[src/rtl/cpu_step_controller_pkg.sv]
// cpu_step_controller_pkg: opcodes, FSM states and datapath select/trap codes for the RV32I step controller
package cpu_step_controller_pkg;
  localparam logic [6:0] OPC_LOAD   = 7'b0000011;
  localparam logic [6:0] OPC_STORE  = 7'b0100011;
  localparam logic [6:0] OPC_OP_IMM = 7'b0010011;
  localparam logic [6:0] OPC_OP     = 7'b0110011;
  localparam logic [6:0] OPC_BRANCH = 7'b1100011;
  localparam logic [6:0] OPC_JAL    = 7'b1101111;
  localparam logic [6:0] OPC_JALR   = 7'b1100111;
  localparam logic [6:0] OPC_LUI    = 7'b0110111;
  localparam logic [6:0] OPC_AUIPC  = 7'b0010111;
  localparam logic [1:0] PC_SEL_SEQ   = 2'b00;
  localparam logic [1:0] PC_SEL_REL   = 2'b01;
  localparam logic [1:0] PC_SEL_JALR  = 2'b10;
  localparam logic [1:0] WB_SEL_ALU   = 2'b00;
  localparam logic [1:0] WB_SEL_MEM   = 2'b01;
  localparam logic [1:0] WB_SEL_PC4   = 2'b10;
  localparam logic [1:0] TRAP_NONE    = 2'b00;
  localparam logic [1:0] TRAP_ILLEGAL = 2'b01;
  localparam logic [1:0] TRAP_TIMEOUT = 2'b10;
  typedef enum logic [2:0] {
    S_IDLE, S_FETCH, S_DECODE, S_EXECUTE, S_MEM, S_WRITEBACK, S_TRAP
  } state_t;
  typedef struct packed {
    logic is_load;
    logic is_store;
    logic is_branch;
    logic is_jal;
    logic is_jalr;
    logic uses_wb;
    logic legal;
  } iclass_t;
endpackage

[src/rtl/cpu_step_controller_decode.sv]
// instr_class_decode: combinational opcode classification for the step controller
module instr_class_decode
  import cpu_step_controller_pkg::*;
(
  input  logic [6:0] opcode,
  output iclass_t    cls
);
  logic alu_like;
  assign alu_like      = opcode == OPC_OP_IMM || opcode == OPC_OP || opcode == OPC_LUI || opcode == OPC_AUIPC;
  assign cls.is_load   = opcode == OPC_LOAD;
  assign cls.is_store  = opcode == OPC_STORE;
  assign cls.is_branch = opcode == OPC_BRANCH;
  assign cls.is_jal    = opcode == OPC_JAL;
  assign cls.is_jalr   = opcode == OPC_JALR;
  assign cls.uses_wb   = alu_like || cls.is_load || cls.is_jal || cls.is_jalr;
  assign cls.legal     = cls.uses_wb || cls.is_store || cls.is_branch;
endmodule

[src/rtl/cpu_step_controller.sv]
// cpu_step_controller: multi-cycle RV32I sequencer driving datapath enables, with mem timeout,
// illegal-opcode trap and retired-instruction counter
module cpu_step_controller
  import cpu_step_controller_pkg::*;
#(
  parameter int MEM_TIMEOUT = 16,
  parameter int RET_W       = 32
) (
  input  logic             clk,
  input  logic             reset,
  input  logic             run,
  input  logic [6:0]       opcode,
  input  logic             branch_taken,
  input  logic             mem_ready,
  output logic             mem_req,
  output logic             mem_we,
  output logic             addr_sel,
  output logic             ir_we,
  output logic             rf_we,
  output logic [1:0]       wb_sel,
  output logic             pc_we,
  output logic [1:0]       pc_sel,
  output logic             busy,
  output logic             trap,
  output logic [1:0]       trap_cause,
  output logic [RET_W-1:0] instr_retired
);
  localparam int WW = $clog2(MEM_TIMEOUT + 2);
  state_t        state, state_d, boundary;
  iclass_t       cls;
  logic [WW-1:0] wait_cnt;
  logic [1:0]    cause_d;
  logic          timed_out;
  instr_class_decode u_decode (.opcode(opcode), .cls(cls));
  // timed_out marks the MEM_TIMEOUT-th consecutive cycle without mem_ready
  assign timed_out = MEM_TIMEOUT != 0 && wait_cnt == WW'(MEM_TIMEOUT - 1);
  assign boundary  = run ? S_FETCH : S_IDLE;
  assign busy      = state != S_IDLE && state != S_TRAP;
  assign trap      = trap_cause != TRAP_NONE;
  always_comb begin
    state_d  = state;
    mem_req  = 1'b0;
    mem_we   = 1'b0;
    addr_sel = 1'b0;
    ir_we    = 1'b0;
    rf_we    = 1'b0;
    wb_sel   = WB_SEL_ALU;
    pc_we    = 1'b0;
    pc_sel   = PC_SEL_SEQ;
    cause_d  = TRAP_NONE;
    case (state)
      S_IDLE: state_d = run ? S_FETCH : S_IDLE;
      S_FETCH: begin
        mem_req = 1'b1;
        ir_we   = mem_ready;
        state_d = mem_ready ? S_DECODE : timed_out ? S_TRAP : S_FETCH;
        cause_d = !mem_ready && timed_out ? TRAP_TIMEOUT : TRAP_NONE;
      end
      S_DECODE: begin
        state_d = cls.legal ? S_EXECUTE : S_TRAP;
        cause_d = cls.legal ? TRAP_NONE : TRAP_ILLEGAL;
      end
      S_EXECUTE: begin
        pc_we   = cls.is_branch;
        pc_sel  = cls.is_branch && branch_taken ? PC_SEL_REL : PC_SEL_SEQ;
        state_d = cls.is_branch ? boundary : (cls.is_load || cls.is_store) ? S_MEM : S_WRITEBACK;
      end
      S_MEM: begin
        mem_req  = 1'b1;
        addr_sel = 1'b1;
        mem_we   = cls.is_store;
        pc_we    = mem_ready && cls.is_store;
        state_d  = mem_ready ? (cls.is_store ? boundary : S_WRITEBACK) : timed_out ? S_TRAP : S_MEM;
        cause_d  = !mem_ready && timed_out ? TRAP_TIMEOUT : TRAP_NONE;
      end
      S_WRITEBACK: begin
        rf_we   = cls.uses_wb;
        pc_we   = 1'b1;
        wb_sel  = cls.is_load ? WB_SEL_MEM : (cls.is_jal || cls.is_jalr) ? WB_SEL_PC4 : WB_SEL_ALU;
        pc_sel  = cls.is_jal ? PC_SEL_REL : cls.is_jalr ? PC_SEL_JALR : PC_SEL_SEQ;
        state_d = boundary;
      end
      default: state_d = state;
    endcase
  end
  always_ff @(posedge clk or negedge reset) begin
    if (!reset) begin
      state         <= S_IDLE;
      wait_cnt      <= '0;
      trap_cause    <= TRAP_NONE;
      instr_retired <= '0;
    end else begin
      state         <= state_d;
      wait_cnt      <= state_d == state && (state == S_FETCH || state == S_MEM) ? wait_cnt + 1'b1 : '0;
      if (cause_d != TRAP_NONE) trap_cause <= cause_d;
      if (pc_we) instr_retired <= instr_retired + 1'b1;
    end
  end
endmodule

[config.mk]
export PLATFORM = sky130hd
export DESIGN_NAME = cpu_step_controller
export DESIGN_NICKNAME = d
export VERILOG_FILES = /design/src/rtl/cpu_step_controller_pkg.sv /design/src/rtl/cpu_step_controller_decode.sv /design/src/rtl/cpu_step_controller.sv
export SDC_FILE = /design/constraint.sdc
export NUM_CORES = 1
export LEC_CHECK = 0
export CORE_ASPECT_RATIO = 1.4
export CORE_UTILIZATION = 30
export CTS_CLUSTER_DIAMETER = 40
export DETAILED_ROUTE_END_ITERATION = 8
export PLACE_DENSITY = 0.57
export SLEW_MARGIN = 15
export SYNTH_ARGS = -nofsm -noshare
export SYNTH_HDL_FRONTEND = slang
export SYNTH_HIERARCHICAL = 1
export SYNTH_SLANG_ARGS = --single-unit
export TNS_END_PERCENT = 20
[constraint.sdc]
create_clock -name clk -period 2.3 [get_ports clk]
set_input_delay 0.46 -clock clk [delete_from_list [all_inputs] [get_ports clk]]
set_output_delay 0.46 -clock clk [all_outputs]
set_load 0.02 [all_outputs]
Run 1, sequential cells colored by netlist name:
(3 px per um) Other cells in gray.
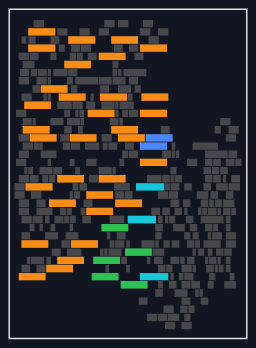
[green] wait_cnt | placed flops: 5 | where: bottom center
[cyan] state | placed flops: 3
[blue] trap_cause | placed flops: 2
[orange] instr_retired | placed flops: 32
final core utilization: 44.7%
sequential group power: 0.844 mW
sequential cell area in the final layout: 0.00105 sq mm

Run 1, clock routing:
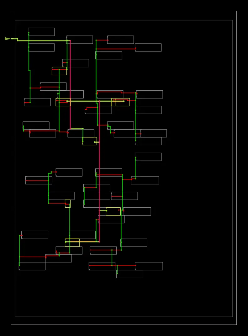
clock latency of the later-clocked register in the worst-skew pair: 0.30 ns
CTS sink count: 42
Max Clock Skew: 0.00316 ns
power in the clock group: 0.494 mW
number of clock buffers in the layout: 7

Run 1, signal metal coverage by tile:
(3 px per um) The die is cut into 16 by 22 equal tiles; black is low, pale yellow is high, scaled to the fullest tile. Values are wire area over tile area, all layers added.
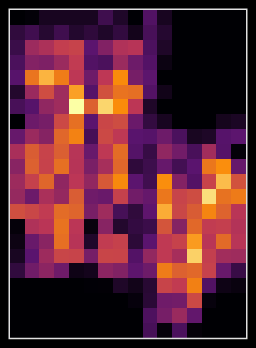
mean over tiles: 0.12
tiles over half the peak: 25%
densest ninth of the die: middle left
nearly empty tiles: 26%
GRT Total Usage: 15.9%
wire length reported by the detailed router: 6440 um

## run 1: per-stage QoR
stage / worst slack [ns] / hold WS, ns / setup TNS (ns)
finish: 0.0454 / 0.220 / 0
global route: -0.0342 / 0.265 / -0.0511
CTS: 0.00205 / 0.246 / 0
detailed placement: -0.823 / 0.461 / -20.07
global placement: -0.801 / 0.450 / -18.25
floorplan: 0.0111 / 0.164 / 0
## run 1: state kept, by name, indices dropped and copies added, names as in the netlist
| name | cells |
|---|---|
| state | 3 |
| trap_cause | 2 |
| wait_cnt | 5 |
| instr_retired | 32 |
## run 1: critical path: stages
cell                      delay (ns)
sky130_fd_sc_hd__buf_6          0.09
sky130_fd_sc_hd__or3_4          0.41
sky130_fd_sc_hd__nor4b_4        0.28
sky130_fd_sc_hd__a21oi_2        0.10
sky130_fd_sc_hd__o22a_1         0.23
sky130_fd_sc_hd__inv_2          0.10
sky130_fd_sc_hd__buf_6          0.12
## run 1: cell usage after synthesis (5+ instances only)
master / number / area share [%]
sky130_fd_sc_hd__nor2_1: 13 / 2.0
sky130_fd_sc_hd__nor3_1: 9 / 1.8
sky130_fd_sc_hd__nand4_1: 12 / 3.0
sky130_fd_sc_hd__nand2b_1: 7 / 1.8
sky130_fd_sc_hd__inv_1: 10 / 1.5
sky130_fd_sc_hd__o21ai_0: 5 / 1.0
sky130_fd_sc_hd__dfrtp_1: 42 / 43
sky130_fd_sc_hd__xnor2_1: 7 / 2.5
sky130_fd_sc_hd__nand2_1: 22 / 3.3
sky130_fd_sc_hd__nand3_1: 10 / 2.0
sky130_fd_sc_hd__and3_1: 7 / 1.8
sky130_fd_sc_hd__nor4_2: 10 / 5.1
sky130_fd_sc_hd__a21oi_1: 6 / 1.2
sky130_fd_sc_hd__xor2_1: 26 / 9.2
==> run notes, run 1 <==
Implementation summary

The flow ran to the end, and the final reports show no timing, DRC or antenna violations. The post-CTS setup buffer count is 12. 58 I/O pins were placed. The cell area reported after detailed placement is 0.00325 sq mm.

The clock network area share is 2.61%. The maximum level of the CTS H-tree is 2. Across all checked pins, the minimum headroom to the slew limit is 63.7%. For reference, the final report shows the hold violation count at 0. The violation count after the first detailed-route iteration is 34. The number of antenna violations at the first check in global routing is 0. The worst register-to-register path begins at wait_cnt[0].

Per the OpenROAD floorplan log, the height of the die is 109 um. The simple logic cell fraction of the synthesized area is 31.9%. The total net switching power is 0.493 mW.

The depth of the worst register-to-register path is 7. The logic share of the area is 40.5%. The sequential-to-total area share from yosys stat is 42.6%.

In this run, post-CTS hold repair placed 0 buffers. The most critical min-delay path falls under input pin to asynchronous set/reset pin. The design draws 1.66 mW. The layer with the highest usage is met2. The fill cell instance count of the final layout is 789.

The worst setup path category is input pin to primary output. The internal power is 1.17 mW. The die width is 78.6 um.

Of the total power, combinational logic draws 19.6%. The residual DRC count is 0. The number of warnings reported in the yosys synthesis log is 6. The top cell types in the final layout, fill and taps aside, are sky130_fd_sc_hd__clkdlybuf4s50_1, sky130_fd_sc_hd__dfrtp_1, sky130_fd_sc_hd__buf_4.

The finished layout holds 434 standard cells, fillers aside. In this run the VDD rail shows a maximum IR drop of 0.477 mV. The non-clock buffer total of the final layout is 89.

In the synthesized netlist, the dominant kind of combinational cell is simple AND/OR/NAND/NOR gates. The multiplexer share of the synthesized area is 0.913%.
==> run 2, diff against run 1 <==
--- a/config.mk
+++ b/config.mk
@@ -9,6 +9,7 @@
 export CORE_UTILIZATION = 30
 export CTS_CLUSTER_DIAMETER = 40
 export DETAILED_ROUTE_END_ITERATION = 8
+export GPL_TIMING_DRIVEN = 1
 export PLACE_DENSITY = 0.57
 export SLEW_MARGIN = 15
 export SYNTH_ARGS = -nofsm -noshare
Run 2, M3 wires:
(4 px per um)
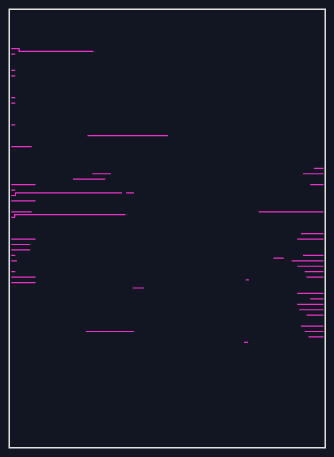
longest straight run: 27.6 um
wire length on this layer: 286 um
main direction: horizontal
via count: 2202
met3 usage in global routing: 2.76%

==> run notes, run 2 <==
Implementation summary

The post-layout utilization of the core is 44.7%. The setup slack after layout is 0.0454 ns. During I/O placement, the number of pins put on the boundary was 58.

The clock skew after layout is 0.00316 ns. CTS saw 42 sinks. In the final timing run, aggregate negative setup slack is 0 ns. Checking max transition, the worst relative margin is 63.7%. The largest registers in the layout are instr_retired x32, wait_cnt x5, state x3.

For this run, the register share of the synthesized area comes to 42.6%. The number of antenna violations at the first check in global routing is 0. Per the timing report, the most critical flop-to-flop path originates at wait_cnt[0].

The run finished with clean final reports. The largest total area in the synthesized netlist belongs to sky130_fd_sc_hd__dfrtp_1. The register with the most flip-flops in the layout has 32 of them. The later pin in the worst-skew pair is clocked with a latency of 0.30 ns. By count the netlist is led by sky130_fd_sc_hd__dfrtp_1, sky130_fd_sc_hd__xor2_1, sky130_fd_sc_hd__nand2_1.

The maximum VDD drop is 0.477 mV. The layout has 89 buffers outside the clock class. Counting the clock-network buffers in the layout gives 7.

The tightest min-delay check is of the input pin to asynchronous set/reset pin type. For reference, the top cells by area after synthesis are sky130_fd_sc_hd__dfrtp_1, sky130_fd_sc_hd__xor2_1, sky130_fd_sc_hd__nor4_2. The share of synthesized area in the top cell type comes to 42.6%.
## run 2: cell counts in the layout (fill, tap and decap cells not counted)
Identical to the previous run, type by type.
## run 2: critical path, stage by stage
cell and delay [ns]:
sky130_fd_sc_hd__buf_6 0.09, sky130_fd_sc_hd__or3_4 0.41, sky130_fd_sc_hd__nor4b_4 0.28, sky130_fd_sc_hd__a21oi_2 0.10, sky130_fd_sc_hd__o22a_1 0.23, sky130_fd_sc_hd__inv_2 0.10, sky130_fd_sc_hd__buf_6 0.12
## run 2: repair_timing
item / CTS / global route
cloned: 0 / 0
setup endpoints to repair: 35 / 16
hold buffers: 0 / 0
buffers inserted: 12 / 0
gates resized: 64 / 13
pin swaps: 10 / 3
## run 2: per-layer routing
layer | vias up | GRT usage, %
met3 | 8 | 2.76
met2 | 52 | 28.3
met1 | 1079 | 19.0
met5 | - | 0
met4 | 0 | 5.42
li1 | 1063 | -
## run 2: worst min path at each step
stage	end	slack (ns)	cells past startpoint
floorplan	instr_retired[0]	0.16	0
global placement	wait_cnt[0]	0.45	1
detailed placement	wait_cnt[0]	0.46	1
CTS	instr_retired[29]	0.25	2
global route	instr_retired[4]	0.27	2
finish	instr_retired[4]	0.22	2
## run 2: cells by family after synthesis
family | synth area share, %
fa+ha+maj | 1.52
xor+xnor | 11.7
simple gates | 31.9
compound gates | 7.31
mux | 0.913
flops | 42.6
buf+inv | 4.01
## run 2: power by group
part           switching, mW  internal, mW  leakage (nW)
registers             0.0753         0.768         0.565
logic                  0.166         0.160         0.991
clock network          0.251         0.242        0.0482
total                  0.493          1.17          1.60
## run 2: stage by stage
stage,instance area (sq um),std cells
after floorplan,2470,247
after global placement,3250,415
after detailed placement,3250,415
after CTS,3470,434
after global routing,3500,434
final,3500,434
==> run 3, diff against run 2 <==
--- a/config.mk
+++ b/config.mk
@@ -11,6 +11,7 @@
 export DETAILED_ROUTE_END_ITERATION = 8
 export GPL_TIMING_DRIVEN = 1
 export PLACE_DENSITY = 0.57
+export REMOVE_ABC_BUFFERS = 1
 export SLEW_MARGIN = 15
 export SYNTH_ARGS = -nofsm -noshare
 export SYNTH_HDL_FRONTEND = slang
==> run notes, run 3 <==
Implementation summary

The run finished with clean final reports. The register with the most flip-flops in the layout has 32 of them. The clock network area share is 2.39%. The skew report gives the latency at the later pin of the worst-skew pair as 0.29 ns. After filler insertion, the fill cell instance count of the layout stands at 772. The number of placed instances, taps included, is 415. On met1, the global router reports a usage of 18.4%. The final design instance area without fill is 0.00346 sq mm. The die is 78.6 um wide. The clock skew after layout is 0.00595 ns. After clock tree synthesis, the flow added hold-fix buffers numbering 0. The register with the most flip-flops in the final layout is instr_retired. Across the whole layout, multi-input logic makes up 41.4% of the cell area. The setup path with the least slack is of type input pin to primary output.

The worst path meets setup with 0.0768 ns of slack. The sequential-to-total area share from yosys stat is 42.6%. The area fraction of the largest cell type after synthesis is 42.6%. The final count of hold timing violations is 0. The library cells used most frequently in the layout, excluding fill and tap cells, are sky130_fd_sc_hd__clkdlybuf4s50_1, sky130_fd_sc_hd__dfrtp_1, sky130_fd_sc_hd__xor2_1. The worst-case setup slack after placement is -0.837 ns. Per the detail_route report, DRC violations left total 0. The number of antenna violations at the first check in global routing is 0. The layer with the highest usage is met2. The post-layout total power is 1.61 mW. The global routing met2 resource utilization is 27.7%. The analysis reports a worst IR drop on VDD of 0.553 mV. The dominant cell type by area after synthesis is sky130_fd_sc_hd__dfrtp_1.

In the final layout, excluding clock buffers the buffer count is 81. The violation count after the first detailed-route iteration is 105. The tightest hold path in the finished design has a slack of 0.229 ns.

The die boundary height is 109 um. Measured against its own limit, the worst slew margin works out to 64.3%. The final layout reports a setup TNS of 0 ns.
## run 3: cell counts after synthesis
Identical to the previous run, type by type.
## run 3: critical path, stage by stage
cell,delay [ns]
sky130_fd_sc_hd__buf_6,0.09
sky130_fd_sc_hd__or3_4,0.40
sky130_fd_sc_hd__nor4b_4,0.28
sky130_fd_sc_hd__a21oi_2,0.10
sky130_fd_sc_hd__o22a_1,0.23
sky130_fd_sc_hd__inv_2,0.09
sky130_fd_sc_hd__buf_6,0.11
## run 3: power breakdown
part	switching, mW	total [mW]	leakage (nW)	internal, mW
Sequential	0.0726	0.841	0.565	0.769
Clock	0.234	0.466	0.0431	0.232
Combinational	0.155	0.300	0.966	0.145
Total	0.462	1.61	1.57	1.15
## run 3: worst paths after layout
| kind | from | end | cells after the start | slack (ns) |
|---|---|---|---|---|
| worst max-delay path | opcode[6] | pc_we | 7 | 0.08 |
| worst min-delay path | reset | instr_retired[3] | 2 | 0.23 |
| worst max register to register | wait_cnt[0] | state[0] | 7 | 0.35 |
| worst min register to register | instr_retired[31] | instr_retired[31] | 1 | 0.47 |
| max in group asynchronous | reset | state[2] | 2 | 1.68 |
| min in group clk | instr_retired[31] | instr_retired[31] | 1 | 0.47 |
## run 3: cells by family (layout without fill, tap and decap cells)
kind of cell / after synthesis / after routing / share of synthesized area (%)
AOI/OAI and AO/OA: 26 / 26 / 7.31
and+or+nand+nor: 121 / 121 / 31.9
muxes: 2 / 2 / 0.913
buffers and inverters: 20 / 97 / 4.01
xor gates and xnor gates: 33 / 33 / 11.7
DFF: 42 / 42 / 42.6
adders and majority gates: 3 / 3 / 1.52
## run 3: what timing repair did
action | CTS | global route
buffers inserted | 3 | 0
resized | 68 | 14
setup endpoints to repair | 37 | 24
pin swaps | 10 | 6
Run 3, signal metal coverage by tile:
(3 px per um) The die is cut into 16 by 22 equal tiles; black is low, pale yellow is high, scaled to the fullest tile. Values are wire area over tile area, all layers added.
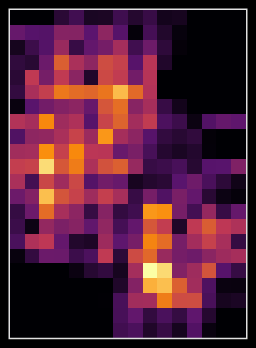
via count: 2185
average wire length per cell after detail routing: 14.7 um
wire length reported by the detailed router: 6230 um
GRT Total Usage: 15.6%

Power and IR drop assume default switching activity.
